**config.mk**
```make
export PLATFORM = sky130hd
export DESIGN_NAME = alu_req_scheduler_flat
export DESIGN_NICKNAME = d
export VERILOG_FILES = /design/src/rtl/alu_req_scheduler_if.sv /design/src/rtl/alu_req_scheduler.sv /design/src/flat_wrapper.sv
export SDC_FILE = /design/constraint.sdc
export NUM_CORES = 1
export LEC_CHECK = 0
export CORE_ASPECT_RATIO = 0.9
export CORE_MARGIN = 1.5
export CORE_UTILIZATION = 40
export CTS_BUF_LIST = sky130_fd_sc_hd__clkbuf_4 sky130_fd_sc_hd__clkbuf_8
export DETAILED_ROUTE_END_ITERATION = 12
export PLACE_DENSITY_LB_ADDON = 0.05
export SLEW_MARGIN = 20
export SYNTH_ARGS = -nofsm -noshare
export SYNTH_HDL_FRONTEND = slang
export SYNTH_SLANG_ARGS = --single-unit
```
**constraint.sdc**
```tcl
create_clock -name CLK -period 2.1 [get_ports CLK]
set_clock_uncertainty 0.05 [all_clocks]
set_input_delay 0.525 -clock CLK [delete_from_list [all_inputs] [get_ports CLK]]
set_output_delay 0.525 -clock CLK [all_outputs]
set_load 0.05 [all_outputs]
```
**src/rtl/alu_req_scheduler_if.sv**
```systemverilog
// Bundle of the request, sub-unit and result signals of alu_req_scheduler.
// slave is the scheduler side; master is the client/sub-unit side.
interface alu_req_scheduler_if #(
   parameter int unsigned IN_WIDTH  = 16,
   parameter int unsigned OUT_WIDTH = 16,
   parameter int unsigned CNT_WIDTH = 8
);
   logic [1:0]            Req_Valid;
   logic [1:0]            Req_Ready;
   logic [2*IN_WIDTH-1:0] Req_A;
   logic [2*IN_WIDTH-1:0] Req_B;
   logic [7:0]            Req_FUN;
   logic [IN_WIDTH-1:0]   Unit_A;
   logic [IN_WIDTH-1:0]   Unit_B;
   logic [1:0]            Unit_FUN;
   logic                  Arith_Enable;
   logic                  Logic_Enable;
   logic                  CMP_Enable;
   logic                  SHIFT_Enable;
   logic [OUT_WIDTH-1:0]  Unit_OUT;
   logic                  Unit_Flag;
   logic [OUT_WIDTH-1:0]  Result;
   logic                  Result_Flag;
   logic                  Result_Tag;
   logic                  Result_Valid;
   logic                  Result_Ready;
   logic                  Busy;
   logic [CNT_WIDTH-1:0]  Op_Count;

   modport slave (
      input  Req_Valid, Req_A, Req_B, Req_FUN, Unit_OUT, Unit_Flag, Result_Ready,
      output Req_Ready, Unit_A, Unit_B, Unit_FUN,
             Arith_Enable, Logic_Enable, CMP_Enable, SHIFT_Enable,
             Result, Result_Flag, Result_Tag, Result_Valid, Busy, Op_Count
   );

   modport master (
      output Req_Valid, Req_A, Req_B, Req_FUN, Unit_OUT, Unit_Flag, Result_Ready,
      input  Req_Ready, Unit_A, Unit_B, Unit_FUN,
             Arith_Enable, Logic_Enable, CMP_Enable, SHIFT_Enable,
             Result, Result_Flag, Result_Tag, Result_Valid, Busy, Op_Count
   );
endinterface

```
**src/rtl/alu_req_scheduler.sv**
```systemverilog
// Two-requester round-robin front end for a shared registered ALU: accept,
// issue to one sub-unit, capture its result and hand it back with a tag.
module alu_req_scheduler #(
   parameter int unsigned IN_WIDTH  = 16,
   parameter int unsigned OUT_WIDTH = 16,
   parameter int unsigned CNT_WIDTH = 8
) (
   input logic                CLK,
   input logic                RST,
   alu_req_scheduler_if.slave bus
);

   typedef enum logic [1:0] {IDLE, ISSUE, CAPTURE, RESP} state_t;

   state_t               state_q, state_d;
   logic                 ptr_q, ptr_d;
   logic                 tag_q, tag_d;
   logic [IN_WIDTH-1:0]  a_q, a_d;
   logic [IN_WIDTH-1:0]  b_q, b_d;
   logic [1:0]           fun_q, fun_d;
   logic [3:0]           en_q, en_d;
   logic [OUT_WIDTH-1:0] result_q, result_d;
   logic                 flag_q, flag_d;
   logic                 valid_q, valid_d;
   logic [CNT_WIDTH-1:0] cnt_q, cnt_d;

   logic       grant;
   logic [1:0] ready;
   logic       accept;
   logic [3:0] sel_fun;

   // Pointer only arbitrates a tie; a lone requester wins regardless.
   always_comb begin
      grant   = (bus.Req_Valid == 2'b11) ? ptr_q : bus.Req_Valid[1];
      ready   = 2'b00;
      if (RST && (state_q == IDLE) && (|bus.Req_Valid))
         ready = grant ? 2'b10 : 2'b01;
      accept  = |(bus.Req_Valid & ready);
      sel_fun = grant ? bus.Req_FUN[7:4] : bus.Req_FUN[3:0];
   end

   always_comb begin
      state_d  = state_q;
      ptr_d    = ptr_q;
      tag_d    = tag_q;
      a_d      = a_q;
      b_d      = b_q;
      fun_d    = fun_q;
      en_d     = en_q;
      result_d = result_q;
      flag_d   = flag_q;
      valid_d  = valid_q;
      cnt_d    = cnt_q;
      unique case (state_q)
         IDLE: begin
            if (accept) begin
               a_d     = grant ? bus.Req_A[2*IN_WIDTH-1:IN_WIDTH] : bus.Req_A[IN_WIDTH-1:0];
               b_d     = grant ? bus.Req_B[2*IN_WIDTH-1:IN_WIDTH] : bus.Req_B[IN_WIDTH-1:0];
               fun_d   = sel_fun[1:0];
               en_d    = 4'b0001 << sel_fun[3:2];
               tag_d   = grant;
               ptr_d   = ~grant;
               state_d = ISSUE;
            end
         end
         ISSUE: state_d = CAPTURE;
         CAPTURE: begin
            result_d = bus.Unit_OUT;
            flag_d   = bus.Unit_Flag;
            valid_d  = 1'b1;
            en_d     = '0;
            state_d  = RESP;
         end
         RESP: begin
            if (valid_q && bus.Result_Ready) begin
               valid_d = 1'b0;
               cnt_d   = cnt_q + CNT_WIDTH'(1);
               state_d = IDLE;
            end
         end
         default: state_d = IDLE;
      endcase
   end

   always_ff @(posedge CLK or negedge RST) begin
      if (!RST) begin
         state_q  <= IDLE;
         ptr_q    <= 1'b0;
         tag_q    <= 1'b0;
         a_q      <= '0;
         b_q      <= '0;
         fun_q    <= '0;
         en_q     <= '0;
         result_q <= '0;
         flag_q   <= 1'b0;
         valid_q  <= 1'b0;
         cnt_q    <= '0;
      end else begin
         state_q  <= state_d;
         ptr_q    <= ptr_d;
         tag_q    <= tag_d;
         a_q      <= a_d;
         b_q      <= b_d;
         fun_q    <= fun_d;
         en_q     <= en_d;
         result_q <= result_d;
         flag_q   <= flag_d;
         valid_q  <= valid_d;
         cnt_q    <= cnt_d;
      end
   end

   assign bus.Req_Ready    = ready;
   assign bus.Unit_A       = a_q;
   assign bus.Unit_B       = b_q;
   assign bus.Unit_FUN     = fun_q;
   assign bus.Arith_Enable = en_q[0];
   assign bus.Logic_Enable = en_q[1];
   assign bus.CMP_Enable   = en_q[2];
   assign bus.SHIFT_Enable = en_q[3];
   assign bus.Result       = result_q;
   assign bus.Result_Flag  = flag_q;
   assign bus.Result_Tag   = tag_q;
   assign bus.Result_Valid = valid_q;
   assign bus.Busy         = (state_q != IDLE);
   assign bus.Op_Count     = cnt_q;

endmodule

```
**src/flat_wrapper.sv**
```systemverilog
// flat-port wrapper written by rule: the top's interface ports become plain ports
module alu_req_scheduler_flat 
#(
   parameter int unsigned IN_WIDTH  = 16,
   parameter int unsigned OUT_WIDTH = 16,
   parameter int unsigned CNT_WIDTH = 8
)
  (CLK, RST, bus_Req_Valid, bus_Req_A, bus_Req_B, bus_Req_FUN, bus_Unit_OUT, bus_Unit_Flag, bus_Result_Ready, bus_Req_Ready, bus_Unit_A, bus_Unit_B, bus_Unit_FUN, bus_Arith_Enable, bus_Logic_Enable, bus_CMP_Enable, bus_SHIFT_Enable, bus_Result, bus_Result_Flag, bus_Result_Tag, bus_Result_Valid, bus_Busy, bus_Op_Count);
  alu_req_scheduler_if #(.IN_WIDTH(IN_WIDTH), .OUT_WIDTH(OUT_WIDTH), .CNT_WIDTH(CNT_WIDTH)) bus_i ();
  input logic CLK;
  input logic RST;
  input wire logic [$bits(bus_i.Req_Valid)-1:0] bus_Req_Valid;
  input wire logic [$bits(bus_i.Req_A)-1:0] bus_Req_A;
  input wire logic [$bits(bus_i.Req_B)-1:0] bus_Req_B;
  input wire logic [$bits(bus_i.Req_FUN)-1:0] bus_Req_FUN;
  input wire logic [$bits(bus_i.Unit_OUT)-1:0] bus_Unit_OUT;
  input wire logic [$bits(bus_i.Unit_Flag)-1:0] bus_Unit_Flag;
  input wire logic [$bits(bus_i.Result_Ready)-1:0] bus_Result_Ready;
  output wire logic [$bits(bus_i.Req_Ready)-1:0] bus_Req_Ready;
  output wire logic [$bits(bus_i.Unit_A)-1:0] bus_Unit_A;
  output wire logic [$bits(bus_i.Unit_B)-1:0] bus_Unit_B;
  output wire logic [$bits(bus_i.Unit_FUN)-1:0] bus_Unit_FUN;
  output wire logic [$bits(bus_i.Arith_Enable)-1:0] bus_Arith_Enable;
  output wire logic [$bits(bus_i.Logic_Enable)-1:0] bus_Logic_Enable;
  output wire logic [$bits(bus_i.CMP_Enable)-1:0] bus_CMP_Enable;
  output wire logic [$bits(bus_i.SHIFT_Enable)-1:0] bus_SHIFT_Enable;
  output wire logic [$bits(bus_i.Result)-1:0] bus_Result;
  output wire logic [$bits(bus_i.Result_Flag)-1:0] bus_Result_Flag;
  output wire logic [$bits(bus_i.Result_Tag)-1:0] bus_Result_Tag;
  output wire logic [$bits(bus_i.Result_Valid)-1:0] bus_Result_Valid;
  output wire logic [$bits(bus_i.Busy)-1:0] bus_Busy;
  output wire logic [$bits(bus_i.Op_Count)-1:0] bus_Op_Count;
  assign bus_i.Req_Valid = bus_Req_Valid;
  assign bus_i.Req_A = bus_Req_A;
  assign bus_i.Req_B = bus_Req_B;
  assign bus_i.Req_FUN = bus_Req_FUN;
  assign bus_i.Unit_OUT = bus_Unit_OUT;
  assign bus_i.Unit_Flag = bus_Unit_Flag;
  assign bus_i.Result_Ready = bus_Result_Ready;
  assign bus_Req_Ready = bus_i.Req_Ready;
  assign bus_Unit_A = bus_i.Unit_A;
  assign bus_Unit_B = bus_i.Unit_B;
  assign bus_Unit_FUN = bus_i.Unit_FUN;
  assign bus_Arith_Enable = bus_i.Arith_Enable;
  assign bus_Logic_Enable = bus_i.Logic_Enable;
  assign bus_CMP_Enable = bus_i.CMP_Enable;
  assign bus_SHIFT_Enable = bus_i.SHIFT_Enable;
  assign bus_Result = bus_i.Result;
  assign bus_Result_Flag = bus_i.Result_Flag;
  assign bus_Result_Tag = bus_i.Result_Tag;
  assign bus_Result_Valid = bus_i.Result_Valid;
  assign bus_Busy = bus_i.Busy;
  assign bus_Op_Count = bus_i.Op_Count;
  alu_req_scheduler #(.IN_WIDTH(IN_WIDTH), .OUT_WIDTH(OUT_WIDTH), .CNT_WIDTH(CNT_WIDTH)) u_core (.CLK(CLK), .RST(RST), .bus(bus_i));
endmodule
```
**Run 1: gate families picked out**

Scale bar: 20 um.
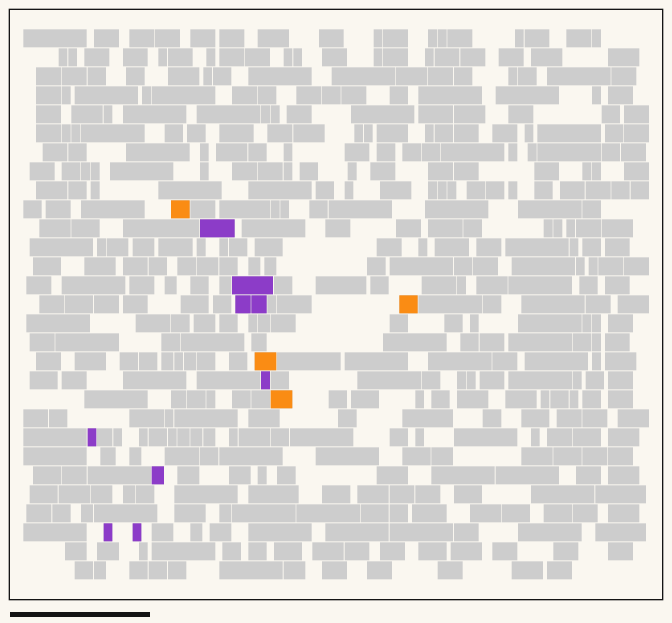
Key: orange = non-inverting ao/oa cells [cells 4, where middle]; purple = nor cells [cells 9]

**Run 1: routed metal, one color a layer**

Scale bar: 20 um.
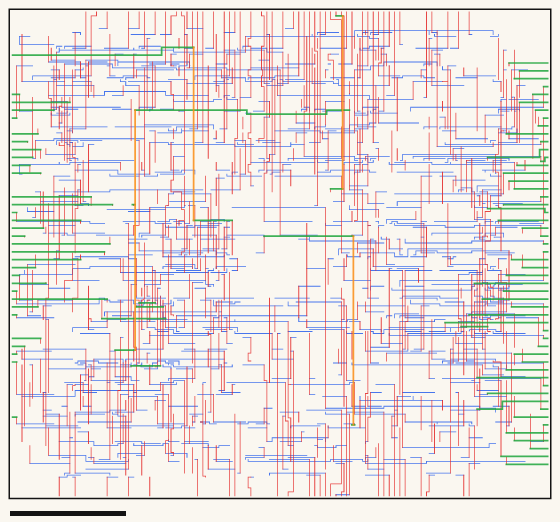
Key: red = M2 [wire length 3,970 um]; blue = M1 [wire length 3,660 um]; green = M3 [wire length 602 um]; orange = M4 [wire length 134 um]

**Run 1: clock network drawn from the DEF**

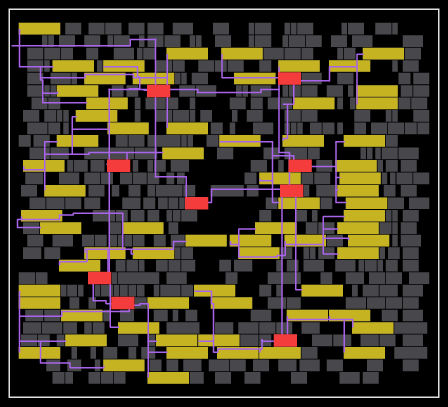
Key: red = clock-net drivers [count 9]; yellow = flip-flops [count 68]; purple = clock wires [length 890 um]
Position of the flops: spread over the die.

==> results.tsv, run 1 <==
stage	metric	value	unit
die	die_area	0.00787	mm^2
global_routing	gr-total-overflow	0	
clock_network	cts_max_level	3	
place	gp_congestion	0.879	
clock_network	cts_setup_buffers	3	
power_and_ir_drop	powerDensity	1590	mW/mm^2
clock_network	clockBufferDepth	2	
route	dr.pass1.iters	4	
global_routing	grt.total_usage	0.214	
route	m1WireLength	3.66	mm
setup_path	rr_worst_depth	8	
yosys	syn_avg_cell_area	10.9	um^2
run	cap_violations	0	
clock_network	cts-buffers-inserted	9	
yosys	ys_types	32	
die	initial_core_util	0.415	
outcome	status	finished, final reports clean	
setup_path	r2r_slack	0.28	ns
yosys	yosysTopAreaCell	dfrtp_1	
die	coreArea	0.00708	mm^2
worst_hold_path	hold_class	primary input to asynchronous set/reset pin	
cells_and_area	flop_area	0.00170	mm^2
cells_and_area	fin_util	0.720	
yosys	flop_cell	dfrtp_1	
final_timing	hold_slack	0.419	ns
cells_and_area	final_common_cell	clkdlybuf4s50_1	
global_routing	antenna_found_initial	0	
place	post-place-ws	-0.189	ns
cells_and_area	final_layout_top_logic_cells	102 x clkdlybuf4s50_1, 75 x nand2_1, 68 x dfrtp_1	
final_timing	setup_tns	0	ns
yosys	netlist_area	0.00294	mm^2
die	die_w	93.3	um
yosys	yosys-stat-area	0.00294	mm^2
setup_path	critPathKind	flip-flop to output port	
route	wl_met2	3.97	mm
final_timing	setup_viol	0	
clock_network	cts_tree	built	
setup_path	cp-end-kind	output port	
yosys	ys_async_sr_fraction	1.00	
route	routed_via_density	4.91	
global_routing	use_met2	0.331	
clock_network	clk_pin_slew	0.07	ns
final_timing	hold_viol	0	
setup_path	worst-path-buf-inv	1	
yosys	synth-edff-count	0	
cells_and_area	syn_to_final_growth	73.3	%
die	rows	29	
yosys	top_area_frac	0.579	
setup_path	start_kind	flip-flop	
power_and_ir_drop	vdd_drop_max	0.929	mV
cells_and_area	nets	550	
setup_path	worstPathRequired	1.52	ns
global_routing	busiest_layer	met2	
cells_and_area	drive_gt1_frac	0.191	
place	portBuffers	161	
final_timing	finalMaxSlewViolations	0	
run 1: power by group:
group | total [mW] | switching, mW | internal, mW | leakage (nW)
registers | 2.22 | 0.332 | 1.89 | 0.846
logic | 4.73 | 2.98 | 1.75 | 1.72
clock network | 1.14 | 0.468 | 0.668 | 0.112
run 1: layout make-up:
type / count / area share
Multi-Input combinational cell: 182 / 0.231
Tap cell: 93 / 0.0229
Inverter: 6 / 0.00442
Clock buffer: 15 / 0.0356
Sequential cell: 68 / 0.334
Timing Repair Buffer: 184 / 0.366
Clock inverter: 1 / 0.00590
run 1: flip-flops by register name, summed over array words and instances, names as in the netlist:
signal	flops
u_core.bus.Result_Valid	1
u_core.en_q	4
u_core.bus.Result	16
u_core.bus.Unit_B	16
u_core.bus.Unit_A	16
u_core.bus.Op_Count	8
u_core.bus.Result_Tag	1
u_core.ptr_q	1
u_core.bus.Unit_FUN	2
u_core.state_q	2
u_core.bus.Result_Flag	1
run 1: cells in the mapped netlist (2+ instances only):
library cell,n
clkbuf_1,2
xor2_1,3
nor2_1,4
ha_1,5
dfrtp_1,68
o211ai_1,2
a21o_1,2
mux2_2,18
nand2_1,76
o21ai_0,7
nor2b_1,2
a22o_1,2
buf_6,2
xnor2_1,4
inv_1,6
buf_2,8
a22oi_1,37
nand3_1,7
run 1: cell families after synthesis:
family / after synthesis / share of synthesized area
AND-OR/OR-AND: 56 / 0.139
XOR/XNOR: 7 / 0.0209
adder cells (fa/ha/maj): 5 / 0.0213
buffers and inverters: 19 / 0.0328
flip-flops: 68 / 0.579
multiplexers: 19 / 0.0724
AND/OR/NAND/NOR: 95 / 0.134
==> run 1 -> run 2 <==
ABC_CLOCK_PERIOD_IN_PS = 2100   (was default)
MAX_ROUTING_LAYER = met4   (was default)
**Run 2: clock network drawn from the DEF**

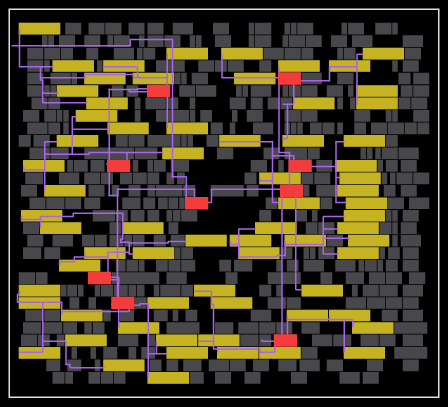
Key: yellow = flip-flops [count 68]; purple = clock wires [length 881 um]; red = clock-net drivers [count 9]
Position of the flops: spread over the die. There are 10 routed clock nets.

**Run 2: gate families picked out**

Scale bar: 20 um.
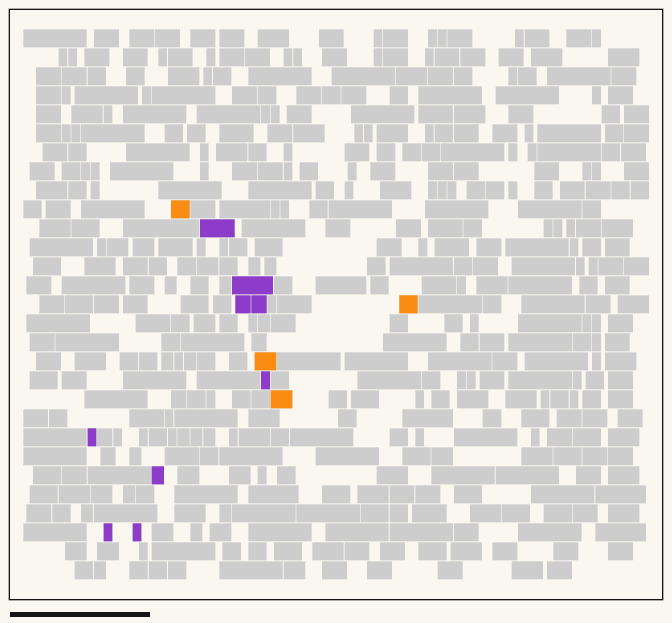
Key: orange = non-inverting ao/oa cells [cells 4, where middle]; purple = nor cells [cells 9]

==> results.tsv, run 2 <==
stage	metric	value	unit
power_and_ir_drop	power.total	8.08	mW
global_routing	use_met2	0.329	
route	wl_met2	3.95	mm
setup_path	critPathArrivalTime	1.50	ns
die	die_w	93.3	um
setup_path	cp-end-kind	output port	
final_timing	finalMaxSlewViolations	0	
cells_and_area	fill_cells	542	
clock_network	cts_tree	built	
yosys	syn_avg_cell_area	10.9	um^2
run	openroad.warnings	31	
route	dr.pass1.iters	5	
worst_hold_path	hold_class	primary input to asynchronous set/reset pin	
die	die_h	84.3	um
setup_path	crit_fanout	2	
final_timing	setup_slack	0.0257	ns
route	vias	2713	
clock_network	clk_pin_slew	0.07	ns
final_timing	tightest_slew	0.874	ns
final_timing	max_freq	482	MHz
yosys	netlist_area	0.00294	mm^2
yosys	top_area_frac	0.579	
cells_and_area	nets	550	
power_and_ir_drop	vdd_drop_max	0.924	mV
cells_and_area	syn_to_final_growth	73.3	%
yosys	ys_types	32	
die	initial_core_util	0.415	
setup_path	rr_worst_depth	8	
route	routed_via_density	4.94	
cells_and_area	comb_area	0.00117	mm^2
route	top_layer	met4	
yosys	fp_nets	368	
place	portBuffers	161	
yosys	synth_top_cell_by_count	nand2_1	
setup_path	worstPathRequired	1.52	ns
yosys	ys_seq_frac	0.579	
yosys	synthCells	269	
yosys	yosys-stat-area	0.00294	mm^2
setup_path	critPathKind	flip-flop to output port	
yosys	ys_ff	68	
setup_path	r2r_slack	0.28	ns
final_timing	layout_min_cycle_time	2.07	ns
run	cap_violations	0	
yosys	flop_cell	dfrtp_1	
die	die_area	0.00787	mm^2
setup_path	slowest_stage	clkdlybuf4s50_1	
place	post-place-ws	-0.189	ns
final_timing	setup_tns	0	ns
route	drc	0	
global_routing	grt_max_degree	69	
yosys	ys_async_sr_fraction	1.00	
power_and_ir_drop	leakage	2.67	nW
setup_path	cp_top_family	buffers and inverters	
final_timing	finalCritPeriodShare	0.988	
setup_path	start_kind	flip-flop	
final_timing	setup_viol	0	
setup_path	worst-path-buf-inv	1	
cells_and_area	final_layout_top_logic_cells	103 x clkdlybuf4s50_1, 75 x nand2_1, 68 x dfrtp_1	
clock_network	clockBufferDepth	2	
yosys	common_cells	76 x nand2_1, 68 x dfrtp_1, 37 x a22oi_1	
cells_and_area	flop_area	0.00170	mm^2
global_routing	antenna_found_initial	0	
place	gp_congestion	0.893	
power_and_ir_drop	powerDensity	1590	mW/mm^2
route	m1WireLength	3.73	mm
global_routing	grt_pass1_wl	13.0	mm
die	ios	162	
clock_network	clockRootBuffer	clkbuf_8	
place	place.detailed.hpwl	6.07	mm
route	routed_wl	8.34	mm
final_timing	relSlewSlack	0.417	
final_timing	hold_viol	0	
yosys	synth.area.top_cells	dfrtp_1 58%, nand2_1 9.7%, a22oi_1 9.5%, mux2_2 6.9%, ha_1 2.1%	
yosys	yosys_cells	269	
cells_and_area	drive_gt1_frac	0.191	
yosys	synth-edff-count	0	
yosys	yosysWarnings	0	
final_timing	rsz0062_at_grt	yes	
setup_path	rr_endpoint	u_core.bus.Unit_A[14]	
die	coreArea	0.00708	mm^2
clock_network	cts_max_level	3	
global_routing	gr-total-overflow	0	
setup_path	rr_startpoint	u_core.state_q[1]	
cells_and_area	final_common_cell	clkdlybuf4s50_1	
yosys	yosysTopAreaCell	dfrtp_1	
die	rows	29	
global_routing	grt_pass1_vias	2667	
clock_network	cts-buffers-inserted	9	
setup_path	path_cells	clkdlybuf4s50_1	
outcome	status	finished, final reports clean	
**Run 2: congestion heat map**

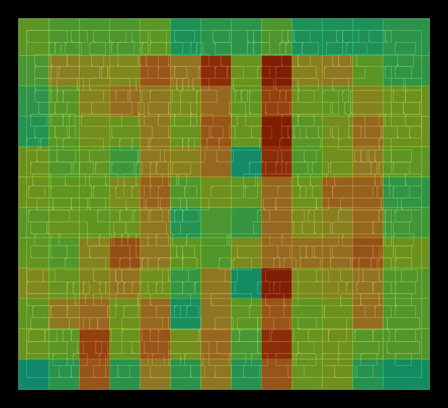
GRT Overall Usage: 0.220
WL/cell: 15.2 um
met1 global-route usage: 0.296
Most Used Layer, Global Route: met2
final core occ: 0.719

## run 2: cell counts after synthesis
No cell type changed its count.
## run 2: repair_timing
| action | in CTS | in global routing |
|---|---|---|
| hold buffers | 0 | 0 |
| gates resized | 13 | 31 |
| buffers inserted | 3 | 3 |
| pin swaps | 2 | 3 |
| endpoints found under the setup margin | 4 | 33 |
## run 2: worst max path at each step
stage / depth (start not counted) / endpoint / slack [ns]
floorplan: 5 / bus_Req_Ready[0] / 0.03
global placement: 5 / bus_Req_Ready[1] / -0.18
detailed placement: 5 / bus_Req_Ready[1] / -0.19
CTS: 6 / bus_Req_Ready[0] / -0.05
global route: 6 / bus_Req_Ready[0] / -0.03
finish: 1 / bus_Unit_B[8] / 0.03
## run 2: layout make-up
cell class / instances / share of cell area
Clock inverter: 1 / 0.00590
Multi-Input combinational cell: 182 / 0.231
Sequential cell: 68 / 0.334
Clock buffer: 15 / 0.0356
Inverter: 6 / 0.00442
Timing Repair Buffer: 184 / 0.366
Tap cell: 93 / 0.0229
## run 2: stage by stage
step | hold slack (ns) | cells | cell area, um^2
after detailed placement | 0.429 | 527 | 4730
after floorplan | 0.179 | 269 | 2940
final | 0.432 | 549 | 5090
after global placement | 0.415 | 527 | 4730
after global routing | 0.457 | 549 | 5090
after CTS | 0.441 | 546 | 4990
## run 2: cell families after synthesis
group                      synth area share
and+or+nand+nor                       0.134
DFF                                   0.579
AOI/OAI and AO/OA                     0.139
buffers and inverters                0.0328
muxes                                0.0724
xor gates and xnor gates             0.0209
adders and majority gates            0.0213
## run 2: power by group
part           internal [mW]  switching, mW  total [mW]  leakage, nW
combinational           1.75           2.98        4.73         1.71
clock                  0.668          0.463        1.13        0.112
sequential              1.89          0.332        2.22        0.846
Power is estimated from default activity; no workload was simulated.
